## config.mk

```make
export PLATFORM = sky130hd
export DESIGN_NAME = sample_fifo_flat
export DESIGN_NICKNAME = d
export VERILOG_FILES = /design/src/rtl/sample_fifo_if.sv /design/src/rtl/sample_fifo.sv /design/src/flat_wrapper.sv
export SDC_FILE = /design/constraint.sdc
export NUM_CORES = 1
export LEC_CHECK = 0
export CAP_MARGIN = 20
export CORE_MARGIN = 4
export CORE_UTILIZATION = 60
export DETAILED_ROUTE_END_ITERATION = 8
export PLACE_DENSITY = 0.77
export SYNTH_ARGS = -nofsm -noshare
export SYNTH_HDL_FRONTEND = slang
export SYNTH_SLANG_ARGS = --single-unit
export TNS_END_PERCENT = 30
```

## constraint.sdc

```tcl
create_clock -name clk -period 2.7 [get_ports clk]
set_clock_uncertainty 0.2 [all_clocks]
set_input_delay 0.405 -clock clk [delete_from_list [all_inputs] [get_ports clk]]
set_output_delay 0.405 -clock clk [all_outputs]
set_load 0.01 [all_outputs]
```

## src/rtl/sample_fifo_if.sv

```systemverilog
// Handshake bundle between sample_fifo and its producer/modulator.
// Master = host writer + modulator reader; slave = the FIFO.
interface sample_fifo_if #(
  parameter int DATA_WIDTH = 8,
  parameter int DEPTH      = 16
);
  localparam int LW = $clog2(DEPTH) + 1;

  logic [DATA_WIDTH-1:0] wr_data;
  logic                  write;
  logic                  read;
  logic                  full;
  logic                  almost_full;
  logic                  empty;
  logic [DATA_WIDTH-1:0] sample;
  logic [LW-1:0]         level;

  modport master (
    output wr_data, write, read,
    input  full, almost_full, empty, sample, level
  );

  modport slave (
    input  wr_data, write, read,
    output full, almost_full, empty, sample, level
  );
endinterface

```

## src/rtl/sample_fifo.sv

```systemverilog
// FWFT sample buffer feeding the PSK/PWM modulator.
// SAMPLE_FIFO_ERR_FLAGS_EN adds overflow/underflow/drop_count outputs.
module sample_fifo #(
  parameter int DATA_WIDTH        = 8,
  parameter int DEPTH             = 16,
  parameter int ALMOST_FULL_LEVEL = 12
) (
  input  logic clk,
  input  logic rst,
  sample_fifo_if.slave f
`ifdef SAMPLE_FIFO_ERR_FLAGS_EN
  ,
  output logic       overflow,
  output logic       underflow,
  output logic [7:0] drop_count
`endif
);
  localparam int AW = $clog2(DEPTH);
  localparam int LW = AW + 1;

  logic [DATA_WIDTH-1:0] r_mem [DEPTH];
  logic [AW-1:0]         r_wptr;
  logic [AW-1:0]         r_rptr;
  logic [LW-1:0]         r_count;
  logic [DATA_WIDTH-1:0] r_sample;
  logic                  r_empty;
  logic                  r_full;
  logic                  r_afull;

  logic                  w_rd_ok;
  logic                  w_wr_ok;
  logic [AW-1:0]         w_rptr_inc;
  logic [LW-1:0]         w_count_nxt;
  logic [DATA_WIDTH-1:0] w_sample_nxt;

  assign w_rd_ok    = f.read & ~r_empty;
  assign w_wr_ok    = f.write & (~r_full | w_rd_ok);
  assign w_rptr_inc = r_rptr + AW'(1);

  // Next occupancy and next head; a write into an empty
  // (or just-emptied) FIFO bypasses memory onto sample.
  always_comb begin
    w_count_nxt  = r_count;
    w_sample_nxt = r_sample;
    unique case ({w_wr_ok, w_rd_ok})
      2'b10:   w_count_nxt = r_count + LW'(1);
      2'b01:   w_count_nxt = r_count - LW'(1);
      default: w_count_nxt = r_count;
    endcase
    if (w_rd_ok) begin
      if (r_count == LW'(1)) begin
        if (w_wr_ok) w_sample_nxt = f.wr_data;
      end else begin
        w_sample_nxt = r_mem[w_rptr_inc];
      end
    end else if (r_empty && w_wr_ok) begin
      w_sample_nxt = f.wr_data;
    end
  end

  // Storage array; contents survive reset.
  always_ff @(posedge clk) begin
    if (w_wr_ok) r_mem[r_wptr] <= f.wr_data;
  end

  // Pointers, occupancy, registered head and flags.
  always_ff @(posedge clk or negedge rst) begin
    if (!rst) begin
      r_wptr   <= '0;
      r_rptr   <= '0;
      r_count  <= '0;
      r_sample <= '0;
      r_empty  <= 1'b1;
      r_full   <= 1'b0;
      r_afull  <= 1'b0;
    end else begin
      if (w_wr_ok) r_wptr <= r_wptr + AW'(1);
      if (w_rd_ok) r_rptr <= w_rptr_inc;
      r_count  <= w_count_nxt;
      r_sample <= w_sample_nxt;
      r_empty  <= (w_count_nxt == '0);
      r_full   <= (w_count_nxt == LW'(DEPTH));
      r_afull  <= (w_count_nxt >= LW'(ALMOST_FULL_LEVEL));
    end
  end

  assign f.sample      = r_sample;
  assign f.empty       = r_empty;
  assign f.full        = r_full;
  assign f.almost_full = r_afull;
  assign f.level       = r_count;

`ifdef SAMPLE_FIFO_ERR_FLAGS_EN
  logic       r_ovf;
  logic       r_udf;
  logic [7:0] r_drops;

  // Sticky error flags and saturating drop counter.
  always_ff @(posedge clk or negedge rst) begin
    if (!rst) begin
      r_ovf   <= 1'b0;
      r_udf   <= 1'b0;
      r_drops <= '0;
    end else begin
      if (f.write && !w_wr_ok) begin
        r_ovf <= 1'b1;
        if (r_drops != 8'hFF) r_drops <= r_drops + 8'd1;
      end
      if (f.read && r_empty) r_udf <= 1'b1;
    end
  end

  assign overflow   = r_ovf;
  assign underflow  = r_udf;
  assign drop_count = r_drops;
`endif
endmodule

```

## src/flat_wrapper.sv

```systemverilog
// flat-port wrapper written by rule: the top's interface ports become plain ports
module sample_fifo_flat 
#(
  parameter int DATA_WIDTH        = 8,
  parameter int DEPTH             = 16,
  parameter int ALMOST_FULL_LEVEL = 12
)
  (clk, rst, f_wr_data, f_write, f_read, f_full, f_almost_full, f_empty, f_sample, f_level);
  sample_fifo_if #(.DATA_WIDTH(DATA_WIDTH), .DEPTH(DEPTH)) f_i ();
  input  logic clk;
  input  logic rst;
  input wire logic [$bits(f_i.wr_data)-1:0] f_wr_data;
  input wire logic [$bits(f_i.write)-1:0] f_write;
  input wire logic [$bits(f_i.read)-1:0] f_read;
  output wire logic [$bits(f_i.full)-1:0] f_full;
  output wire logic [$bits(f_i.almost_full)-1:0] f_almost_full;
  output wire logic [$bits(f_i.empty)-1:0] f_empty;
  output wire logic [$bits(f_i.sample)-1:0] f_sample;
  output wire logic [$bits(f_i.level)-1:0] f_level;
  assign f_i.wr_data = f_wr_data;
  assign f_i.write = f_write;
  assign f_i.read = f_read;
  assign f_full = f_i.full;
  assign f_almost_full = f_i.almost_full;
  assign f_empty = f_i.empty;
  assign f_sample = f_i.sample;
  assign f_level = f_i.level;
  sample_fifo #(.DATA_WIDTH(DATA_WIDTH), .DEPTH(DEPTH), .ALMOST_FULL_LEVEL(ALMOST_FULL_LEVEL)) u_core (.clk(clk), .rst(rst), .f(f_i));
endmodule
```

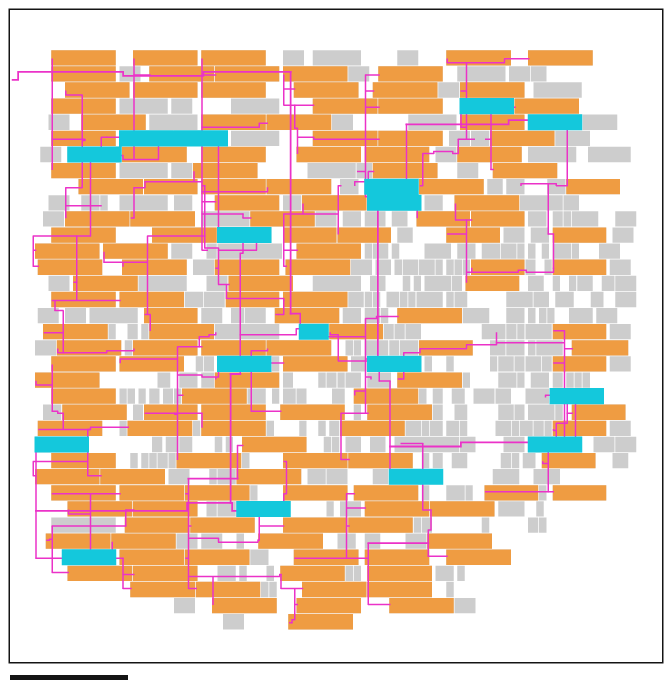
(routed clock nets over the placement)
Bar = 20 um.
[magenta] clock wires | length: 1,580 um
[cyan] clock drivers | count: 17
[orange] flip-flops | count: 152
routed clock nets: 18
Clk power: 2.48 mW
Clk pwr share: 0.281
Latency at later pin: 520 ps

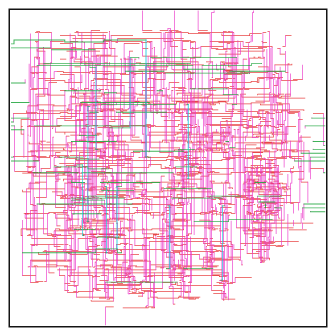
(routed metal, one colour a layer)
| colour | layer | wire length |
|---|---|---|
| cyan | metal 4 | 277 um |
| magenta | metal 2 | 6,680 um |
| green | metal 3 | 1,020 um |
| red | metal 1 | 5,050 um |
routed vias: 3,692
gr usage total: 0.240
drt wl/cell: 21.5 um
Routed Wire Length: 13,000 um

==> results.toml <==
# generated from flow reports
[detailed_routing]
viasPerCell = 6.09
route.detailed.drc = 0
ant_nets = 0
dr.first_iter.drc_count = 347
drt_first_pass_iters = 4

[logic_synthesis]
ys.flop_type = "edfxtp_1"
yosys-stat-cells = 403
syn_inst = 403
fp_nets = 426
yosysWarnings = 0
netlist_area_mm2 = 0.00625
async_flop_share = 0.158
seq_area_frac_synth = 0.711
ys_ff = 152
avgSynthCellArea_um2 = 15.5
synthDistinctLibCells = 39
ys_chip_area_mm2 = 0.00625

[setup_path]
crit_start = "u_core.f.empty"
reg2reg_depth = 9
crit_fanout = 10
critPathCapture = "u_core.f.full"
cp.depth = 9
crit_family = "flip-flops"
reg2reg_from = "u_core.f.empty"
crit_arrival_ps = 2610
rr_endpoint = "u_core.f.full"
cp_slowest_cell = "dfstp_2"
critPathKind = "reg -> reg"
worstPathRequired_ps = 2950
cpMostUsedCell = "inv_1"
path_buffers = 3
path_cells = "nand2b_1, buf_4, inv_1, ha_1, inv_1, o221ai_1, a21oi_1, nand3_1, nor2_1"

[run]
openroad.warnings = 33
max_cap_viol_count = 0

[die]
io_pins = 28
dieArea_mm2 = 0.0121
die_w_um = 110
initCoreUtil = 0.628
die_y_um = 110

[sta]
setup_viol = 0
min_period_ps = 2360
slew_violations = 0
tightest_slew_ps = 690
holdWs_ps = 57.0
fin_tns_setup_ps = 0
post-route-period-util = 0.873
hold_viol_final = 0
max-slew-margin-rel = 0.539
finalWorstSetupSlack_ps = 342

[hold_path]
hold_path_class = "in -> async"

[placed_design]
port_buffers = 27
post-place-cells = 574
dp_hpwl_um = 8120
dp_slack_ps = 79.4
place_area_mm2 = 0.00684
gp_congestion = 0.796

[clock_tree]
clkSinkCount = 152
clock-root-buffer = "clkbuf_8"
cts_setup_buffers = 0
post_cts_resized = 0
clk_pin_slew_ps = 60
hold_buffers = 0
htreeDepth = 4
cts.path.max_buffers = 2
cts_tree = "done"

[finish]
lay_top_cells = "edfxtp_1, nand2_1, clkdlybuf4s50_1, buf_4, mux2i_1"
regMostFlops = "u_core.r_mem"
drive_gt1_frac = 0.173
diodes = 0
fin_cells = 606
area_growth_pct = 19.5
largest_reg_flops = 128

[power_and_ir_drop]
cellLeakagePower_nw = 2.74
vdd_drop_max_mv = 0.876
power_mw = 8.83

[grt]
grt_max_degree = 33
grt_pass1_wl_um = 20800
antenna_found_initial = 0
overflow = 0

[outcome]
status = "finished, final reports clean"
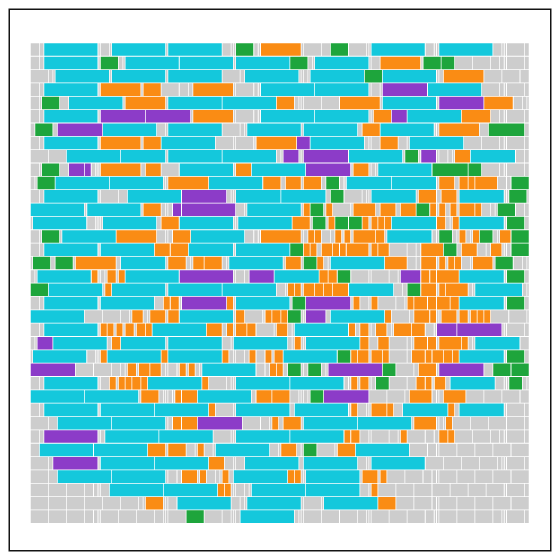
(placed cells, one colour a class)
Fill, decap, tap and diode cells in grey.
| colour | class | cells |
|---|---|---|
| orange | combinational and other logic | 233 |
| cyan | sequential cells | 152 |
| green | remaining buffers and delay cells | 56 |
| purple | clock drivers and dummy loads | 32 |
Seq/total area: 0.595
core area: 0.00995 mm2
design area: 0.00747 mm2
Rows: 36
fin util: 0.751

-- cell usage after synthesis, types with 7 or more instances --
master,instances,area (um2)
edfxtp_1,128,3840
nand2_1,62,233
mux2i_1,25,250
dfrtp_1,23,576
nand3_1,20,100
nor2_1,19,71.3
mux4_2,16,360
inv_1,13,48.8
ha_1,11,138
nand4_1,9,56.3
o221ai_1,9,78.8
a32oi_1,8,70.1
buf_2,7,35.0
xnor2_1,7,61.3
-- worst register-to-register path, cell delays in order (launching register included) --
cell      delay [ps]
dfstp_2          530
nand2b_1         140
buf_4            160
inv_1            100
ha_1             420
inv_1            120
o221ai_1         110
a21oi_1          250
nand3_1          140
nor2_1           110
-- layer usage --
metal / global-route usage / vias to the layer above / wire [um]
met4: 0.110 / 0 / 276
met1: 0.309 / 1849 / 5050
met3: 0.0582 / 20 / 1020
met2: 0.389 / 175 / 6680
met5: 0 / - / 0
li1: - / 1648 / -
-- report_power, final --
part           total, mW  switching [mW]  internal [mW]
combinational       3.18            1.79           1.40
clock               2.48           0.957           1.52
sequential          3.16           0.248           2.92
-- cell type report --
type	count	area (um2)
tap	133	166
timing repair buffer	56	513
fill	569	2480
clock inverter	15	214
inverter	13	48.8
sequential	152	4450
multi-input combinational	220	1670
clock buffer	17	414
-- cell families after synthesis --
family	synth area share
buffers and inverters	0.0230
and+or+nand+nor	0.0879
AOI/OAI and AO/OA	0.0444
muxes	0.0977
xor gates and xnor gates	0.0138
adders and majority gates	0.0220
DFF	0.711
-- how the worst min path moves through the flow --
stage,start,endpoint
finish,rst,u_core.f.level[1]
global route,rst,u_core.f.sample[3]
CTS,rst,u_core.f.sample[3]
detailed placement,u_core.r_rptr[3],u_core.r_rptr[3]
global placement,u_core.r_rptr[3],u_core.r_rptr[3]
floorplan,rst,u_core.f.almost_full
No activity file was given, so power comes from the tool's default toggle rates.
